<file path="config.mk">
export PLATFORM = sky130hd
export DESIGN_NAME = mul_exec
export DESIGN_NICKNAME = d
export VERILOG_FILES = /design/src/rtl/mul_pkg.sv /design/src/rtl/mul_iter_step.sv /design/src/rtl/mul_exec.sv
export SDC_FILE = /design/constraint.sdc
export NUM_CORES = 1
export LEC_CHECK = 0
export CAP_MARGIN = 0
export CORE_ASPECT_RATIO = 1.2
export CORE_MARGIN = 1.5
export CORE_UTILIZATION = 30
export CTS_CLUSTER_SIZE = 16
export DETAILED_ROUTE_END_ITERATION = 10
export PLACE_DENSITY_LB_ADDON = 0.1
export RECOVER_POWER = 100
export SETUP_SLACK_MARGIN = 0.4
export SLEW_MARGIN = 15
export SYNTH_ARGS = -nofsm -noshare
export SYNTH_HDL_FRONTEND = slang
export SYNTH_HIERARCHICAL = 1
export SYNTH_SLANG_ARGS = --single-unit
</file>
<file path="constraint.sdc">
create_clock -name clk -period 13.2 [get_ports clk]
set_input_delay 1.98 -clock clk [delete_from_list [all_inputs] [get_ports clk]]
set_output_delay 1.98 -clock clk [all_outputs]
set_load 0.1 [all_outputs]
</file>
<file path="src/rtl/mul_pkg.sv">
// rtl/mul_pkg.sv - shared types and constants for mul_exec; MUL_RADIX4_EN selects bits retired per CALC cycle
package mul_pkg;

    localparam int XLEN = 32;

    typedef enum logic [1:0] {
        IDLE = 2'b00,
        CALC = 2'b01,
        DONE = 2'b10
    } mul_state_t;

    typedef enum logic [1:0] {
        OP_MUL    = 2'b00,
        OP_MULH   = 2'b01,
        OP_MULHSU = 2'b10,
        OP_MULHU  = 2'b11
    } mul_op_t;

`ifdef MUL_RADIX4_EN
    localparam int STEP_BITS = 2;
`else
    localparam int STEP_BITS = 1;
`endif

    localparam int N_ITER = XLEN / STEP_BITS;

    // Two's-complement magnitude; -2^31 maps to 2^31, which still fits unsigned.
    function automatic logic [XLEN-1:0] magnitude(input logic [XLEN-1:0] v, input logic neg);
        return neg ? (~v + 1'b1) : v;
    endfunction

endpackage

</file>
<file path="src/rtl/mul_iter_step.sv">
// rtl/mul_iter_step.sv - one shift-add step; retires STEP_BITS multiplier bits (2 when MUL_RADIX4_EN is defined)
module mul_iter_step
    import mul_pkg::*;
(
    input  logic [2*XLEN-1:0] acc,
    input  logic [2*XLEN-1:0] mcand,
    input  logic [XLEN-1:0]   mplier,
    output logic [2*XLEN-1:0] acc_next,
    output logic [2*XLEN-1:0] mcand_next,
    output logic [XLEN-1:0]   mplier_next
);

    always_comb begin
        acc_next = acc;
        for (int i = 0; i < STEP_BITS; i++) begin
            if (mplier[i]) begin
                acc_next = acc_next + (mcand << i);
            end
        end
        mcand_next  = mcand << STEP_BITS;
        mplier_next = mplier >> STEP_BITS;
    end

endmodule

</file>
<file path="src/rtl/mul_exec.sv">
// rtl/mul_exec.sv - iterative RV32M multiply unit (MUL/MULH/MULHSU/MULHU); MUL_RADIX4_EN halves the iteration count
module mul_exec #(
    parameter int XLEN = 32
) (
    input  logic            clk,
    input  logic            rst_n,
    input  logic            start,
    input  logic [5:0]      ex_type_in,
    input  logic [4:0]      rd_in,
    input  logic [XLEN-1:0] operand1,
    input  logic [XLEN-1:0] operand2,
    output logic            busy,
    output logic            done,
    output logic [4:0]      rd_wb,
    output logic [XLEN:0]   mul_data
);
    import mul_pkg::*;

    localparam logic [5:0] LAST_ITER = 6'(N_ITER - 1);

    mul_state_t        state;
    mul_op_t           op_q;
    logic [4:0]        rd_q;
    logic              neg_q;
    logic [5:0]        cnt;
    logic [2*XLEN-1:0] acc, mcand;
    logic [XLEN-1:0]   mplier;

    logic [2*XLEN-1:0] acc_next, mcand_next, prod_fin;
    logic [XLEN-1:0]   mplier_next, result;
    logic              neg1, neg2;
    logic              unused_type_bits;

    assign unused_type_bits = ^ex_type_in[5:2];

    assign neg1 = operand1[XLEN-1] && (ex_type_in[1:0] == OP_MULH || ex_type_in[1:0] == OP_MULHSU);
    assign neg2 = operand2[XLEN-1] && (ex_type_in[1:0] == OP_MULH);

    mul_iter_step u_step (
        .acc         (acc),
        .mcand       (mcand),
        .mplier      (mplier),
        .acc_next    (acc_next),
        .mcand_next  (mcand_next),
        .mplier_next (mplier_next)
    );

    // Sign fix-up and selection use the final accumulate so the result registers on entry to DONE.
    assign prod_fin = neg_q ? (~acc_next + 1'b1) : acc_next;
    assign result   = (op_q == OP_MUL) ? prod_fin[XLEN-1:0] : prod_fin[2*XLEN-1:XLEN];
    assign busy     = (state != IDLE);

    always_ff @(posedge clk or negedge rst_n) begin
        if (!rst_n) begin
            state    <= IDLE;
            op_q     <= OP_MUL;
            rd_q     <= '0;
            neg_q    <= 1'b0;
            cnt      <= '0;
            acc      <= '0;
            mcand    <= '0;
            mplier   <= '0;
            done     <= 1'b0;
            rd_wb    <= '0;
            mul_data <= '0;
        end else begin
            done  <= 1'b0;
            rd_wb <= '0;
            case (state)
                IDLE: begin
                    if (start) begin
                        state          <= CALC;
                        op_q           <= mul_op_t'(ex_type_in[1:0]);
                        rd_q           <= rd_in;
                        neg_q          <= neg1 ^ neg2;
                        mcand          <= {{XLEN{1'b0}}, magnitude(operand1, neg1)};
                        mplier         <= magnitude(operand2, neg2);
                        acc            <= '0;
                        cnt            <= '0;
                        mul_data[XLEN] <= 1'b0;
                    end
                end
                CALC: begin
                    acc    <= acc_next;
                    mcand  <= mcand_next;
                    mplier <= mplier_next;
                    cnt    <= cnt + 1'b1;
                    if (cnt == LAST_ITER) begin
                        state    <= DONE;
                        done     <= 1'b1;
                        rd_wb    <= rd_q;
                        mul_data <= {1'b1, result};
                    end
                end
                DONE: begin
                    state <= IDLE;
                end
                default: begin
                    state <= IDLE;
                end
            endcase
        end
    end

endmodule

</file>
==> results.rst, run 1 <==
Synthesis and place-and-route
=============================

.. list-table::
   :header-rows: 1

   * - Metric
     - Value
   * - Hold Path Origin
     - rd_q[2]
   * - Max Cap Viol
     - 6
   * - Via count of the first global-routing pass
     - ~16k
   * - Violated checks
     - capacitance limit, slew limit
   * - Pre-CTS worst setup slack
     - slightly below 8 ns
   * - Power in combinational cells
     - between 3000 and 4000 uW
   * - TritonCTS clock tree
     - built
   * - Top cells by area in the synthesized netlist
     - dfrtp_1 (31%), nand2_1 (7.3%), o21ai_0 (6.9%)
   * - Overall overflow remaining after global route
     - 0
   * - Wire length of the first global-routing pass
     - 94140 um
   * - Post-route setup slack
     - 4.678 ns
   * - Path type of the worst min-delay path
     - reg2reg
   * - Delay of the slowest cell on the worst path
     - between 3 and 4 ns
   * - Largest fanout on the critical path
     - slightly below 80
   * - Area taken by multi-input logic gates
     - between 10000 and 15000 sq um
   * - Sequential fraction of design power
     - a little over a fifth
   * - Switching share of power
     - 53.20%
   * - Final core utilization
     - between 30% and 40%
   * - Minimum setup slack among reg-to-reg paths
     - between 5 and 6 ns
   * - Async set-or-reset flop fraction in the synthesized netlist
     - 100.0%
   * - Capture point of the worst reg-to-reg path
     - mplier[25]
   * - Transition at the pin with the smallest max-transition slack
     - slightly below 5 ns
   * - Post-Syn Instances
     - 2199
   * - Worst hold slack
     - around 0.46 ns
   * - Placeable core region
     - 58130 sq um
   * - Count of final max-slew check failures
     - 424
   * - Die height
     - about 270 um
   * - Routed length on met1
     - approximately 27000 um
   * - Clock transition at the registers of the reported paths
     - 0.06 ns
   * - Tally of OpenROAD warnings
     - 30
   * - Vias per inst
     - between 5 and 6
   * - Leak Pwr
     - just under 0.008 uW
   * - Power share of the combinational group
     - between 60% and 70%
   * - Post-synth EDFFs
     - 0
   * - Fraction of standard cell area that is sequential
     - between 20% and 30%
   * - Highest attainable clock frequency
     - ~120 MHz
   * - Weighted congestion reported at the end of routability-driven placement
     - a little under 0.9
   * - WP depth
     - 8
   * - Initial antenna violation count
     - 2
   * - Outcome
     - finished, violations left
   * - Residual antenna-violating net count after detailed routing
     - 0
   * - FF/Latch Area
     - between 5000 and 6000 sq um
   * - Arrival time at the worst endpoint
     - just under 9 ns
   * - Source of the worst register-to-register timing path
     - state[1]
   * - I/O pin total
     - 118
   * - CTS root buf
     - clkbuf_16
   * - Placed cell count
     - approximately 2.8k
   * - Antenna diode count
     - 0
   * - Type of destination of the critical path
     - flip-flop
   * - Critical path start-end classification
     - in2reg
## run 1: worst register-to-register path, stage by stage, from the launching register on
cell,delay [ns]
dfrtp_1,0.41
nor2_1,0.39
and2_0,3.25
clkbuf_1,2.31
nor2_2,-0.05
buf_4,0.36
a32o_1,0.26
a21oi_1,0.10
o21ai_0,0.10
## run 1: cell families (layout without fill, tap and decap cells)
group | after synthesis | count (layout) | synth area share (%)
mux | 75 | 75 | 4.648
simple gates | 763 | 763 | 21.30
flops | 215 | 215 | 30.60
other cells | 1 | 2 | 0.02133
xor+xnor | 140 | 140 | 6.975
buf+inv | 278 | 231 | 8.256
compound gates | 658 | 658 | 23.25
fa+ha+maj | 69 | 69 | 4.954
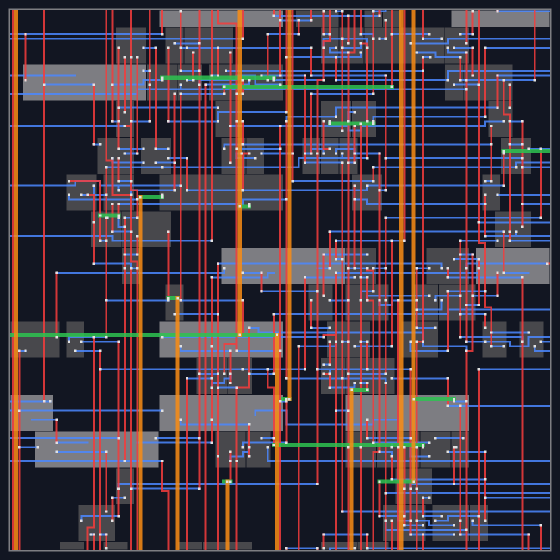
Run 1: layout detail
Region (92, 168) to (132, 208) um. Cells in grey, sequential cells in the stronger grey; small squares are vias.
Key: red = metal 2; green = metal 3; orange = metal 4; blue = metal 1
Sequential cells in the window: 7. 71 logic cells have their middle in the window. Netlist names of flops here include `mul_data` (7). Most frequent: nor2_1 (8), dfrtp_1 (7), nand2_1 (6).

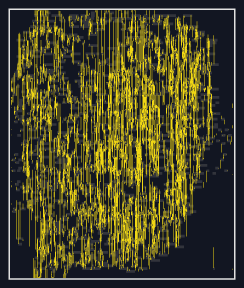
Run 1: the metal 2 layer
Drawn at 1 px/um.
The longest straight run is 154 um. The wires run mostly vertical. The layer carries 28.6 mm of wire. 1834 nets have wire on it.
Global Route met2 Usage: 33.35%
final wirelength: 60650 um
via count: 16.03k

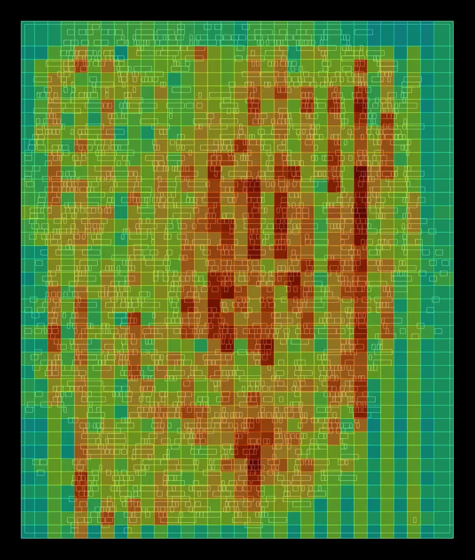
Run 1: routing congestion
Total Routing Usage GR: 19.94%
GR Util met1: 26.19%
M3 GR Usage: 2.504%
peak-usage layer in the global routing report: met2
post-DR wirelength/cell: 20.95 um

==> run 1 -> run 2 <==
==> constraint.sdc (replaced) <==
create_clock -name clk -period 7.9 [get_ports clk]
set_input_delay 1.185 -clock clk [delete_from_list [all_inputs] [get_ports clk]]
set_output_delay 1.185 -clock clk [all_outputs]
set_load 0.1 [all_outputs]
==> run 2 against run 1 <==
Effect of this change: the run still ends with capacitance limit, slew limit left; largest power group unchanged; synthesized cell count unchanged; critical path type is now reg2reg; register-to-register slack worse by 4.1 ns; core utilization decreased by 0.17 points; global-route usage fell by 0.15 points; first-iteration DRC count up 13%.
==> results.rst, run 2 <==
Synthesis and place-and-route
=============================

.. list-table::
   :header-rows: 1

   * - Metric
     - Value
   * - Outcome
     - finished, violations left
   * - Violated checks
     - capacitance limit, slew limit
   * - WP depth
     - 17 (+9)
   * - Mux share of post-synthesis cell area
     - 4.648% (unchanged)
   * - Source of the worst register-to-register timing path
     - mcand[0]
   * - Leak Pwr
     - 0.007828 uW (-0.56%)
   * - I/O pin total
     - 118 (unchanged)
   * - GR Util met1
     - 26.51% (+0.31 points)
   * - Worst hold slack
     - 0.4622 ns (-0.001206 ns)
   * - Wire length of the first global-routing pass
     - 94080 um (about the same)
   * - Total Routing Usage GR
     - 19.80% (-0.15 points)
   * - Max Cap Viol
     - 6 (unchanged)
   * - Count of final max-slew check failures
     - 351 (-17%)
   * - Arrival time at the worst endpoint
     - 6.73 ns (-2.08 ns)
   * - Weighted congestion reported at the end of routability-driven placement
     - 0.8840 (+0.74%)
   * - Die height
     - 268.2 um (unchanged)
   * - Vias per inst
     - 5.519 (-0.31%)
   * - Clock transition at the registers of the reported paths
     - 0.06 ns (about the same)
   * - Critical path start-end classification
     - reg2reg
   * - Path type of the worst min-delay path
     - reg2reg
   * - Via count
     - 15.95k (-0.49%)
   * - Transition at the pin with the smallest max-transition slack
     - 5.008 ns (+0.1374 ns)
   * - Antenna diode count
     - 0 (unchanged)
   * - TritonCTS clock tree
     - built
   * - Basic-gate share of the synthesized area counting and, or, nand and nor cells
     - 21.30% (unchanged)
   * - M3 GR Usage
     - 1.859% (-0.65 points)
   * - Switching share of power
     - 53.41% (+0.21 points)
   * - Residual antenna-violating net count after detailed routing
     - 0 (unchanged)
   * - Global Route met2 Usage
     - 34.41% (+1.1 points)
   * - Placed cell count
     - 2842 (-0.035%)
   * - Capture point of the worst reg-to-reg path
     - mul_data[10]
   * - Final wirelength
     - 60080 um (-0.94%)
   * - FA/HA/MAJ Cells, Area Fraction
     - 4.954% (unchanged)
   * - Largest non-sequential cell family by area
     - AND-OR/OR-AND gates
   * - Post-synth EDFFs
     - 0 (unchanged)
   * - Fraction of synthesized cell area in xor and xnor cells
     - 6.975% (unchanged)
   * - Minimum setup slack among reg-to-reg paths
     - 1.64 ns (-4.13 ns)
   * - Hold Path Origin
     - rd_q[2]
   * - Power in combinational cells
     - 6340 uW (+66%)
   * - Top cells by area in the synthesized netlist
     - dfrtp_1 (31%), nand2_1 (7.3%), o21ai_0 (6.9%)
   * - Largest fanout on the critical path
     - 6 (-92%)
   * - Delay of the slowest cell on the worst path
     - 1.16 ns (-2.01 ns)
   * - Sequential fraction of design power
     - 21.1% (+0.3 points)
   * - Routed length on met1
     - 27520 um (+0.11%)
   * - Via count of the first global-routing pass
     - 15.72k (-0.88%)
   * - Placeable core region
     - 58130 sq um (unchanged)
## run 2: cell counts after synthesis
Identical to the previous run, type by type.
## run 2: final cells by class
cell class                 count  area [sq um]  share of cell area [%]
tap                          742         928.4                   4.780
sequential                   215          5381                   27.71
timing repair buffer         132          1272                   6.551
inverter                      46         172.7                  0.8889
clock inverter                 6         101.3                  0.5218
clock buffer                  42         842.1                   4.335
multi-input combinational   1707         10730                   55.22
## run 2: stage by stage
| stage | utilization [%] | worst slack [ns] | power [uW] |
|---|---|---|---|
| finish | 33.41 | 1.637 | 9705 |
| CTS | 33.53 | 2.536 | 9805 |
| global placement | 31.91 | 2.551 | 8383 |
| floorplan | - | 3.534 | 6838 |
| global route | 33.41 | 1.372 | 10460 |
| detailed placement | 31.91 | 2.541 | 8425 |
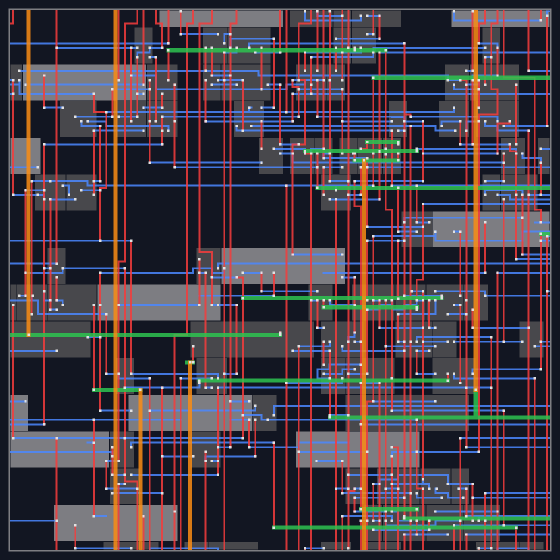
Run 2: layout detail
Region (92, 168) to (132, 208) um. Cells in grey, sequential cells in the stronger grey; small squares are vias.
Key: orange = metal 4; blue = metal 1; red = metal 2; green = metal 3
Netlist names of flops here include `mul_data` (8). Most frequent: nor2_1 (9), dfrtp_1 (8). Sequential cells in the window: 8. 75 logic cells have their middle in the window.

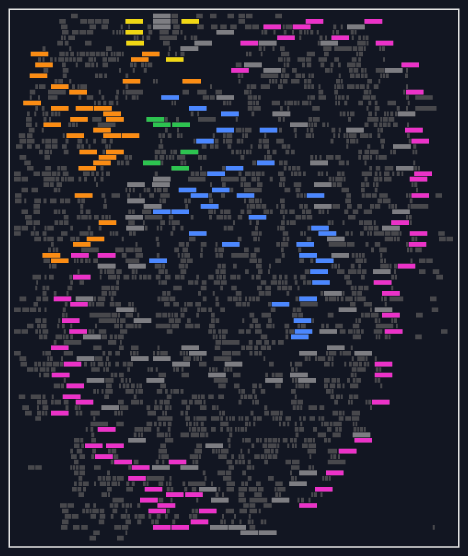
Run 2: where the registers sit
Drawn at 2 px/um.
Key: green = `cnt` [sequential cells 6]; magenta = `mcand` [sequential cells 64, where spread over the die]; blue = `mul_data` [sequential cells 33]; yellow = `rd_q` [sequential cells 5, where upper left]; orange = `mplier` [sequential cells 32, where upper left]
Another 75 sequential cells are not coloured.

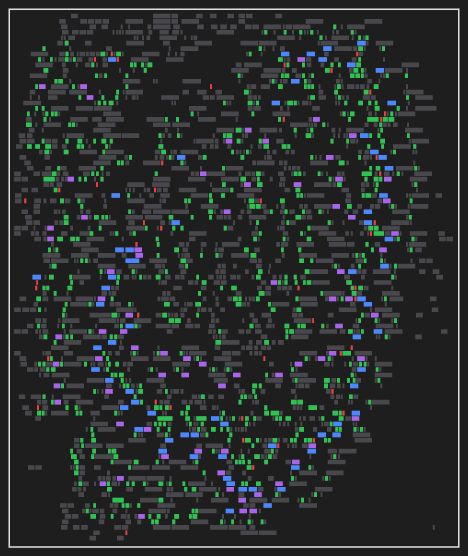
Run 2: gate-type map
Drawn at 2 px/um.
Key: green = aoi and oai cells [cells 589, where spread over the die]; blue = fa/ha/maj cells [cells 69]; red = inv cells [cells 46, where spread over the die]; purple = mux cells [cells 75, where spread over the die]
Final Instance Count excl. Fillers: 2890
most common library cell in the layout ignoring fill and taps: nand2_1
share of cell area taken by multi-input logic gates: 55.22%

No activity file was given, so power comes from the tool's default toggle rates.
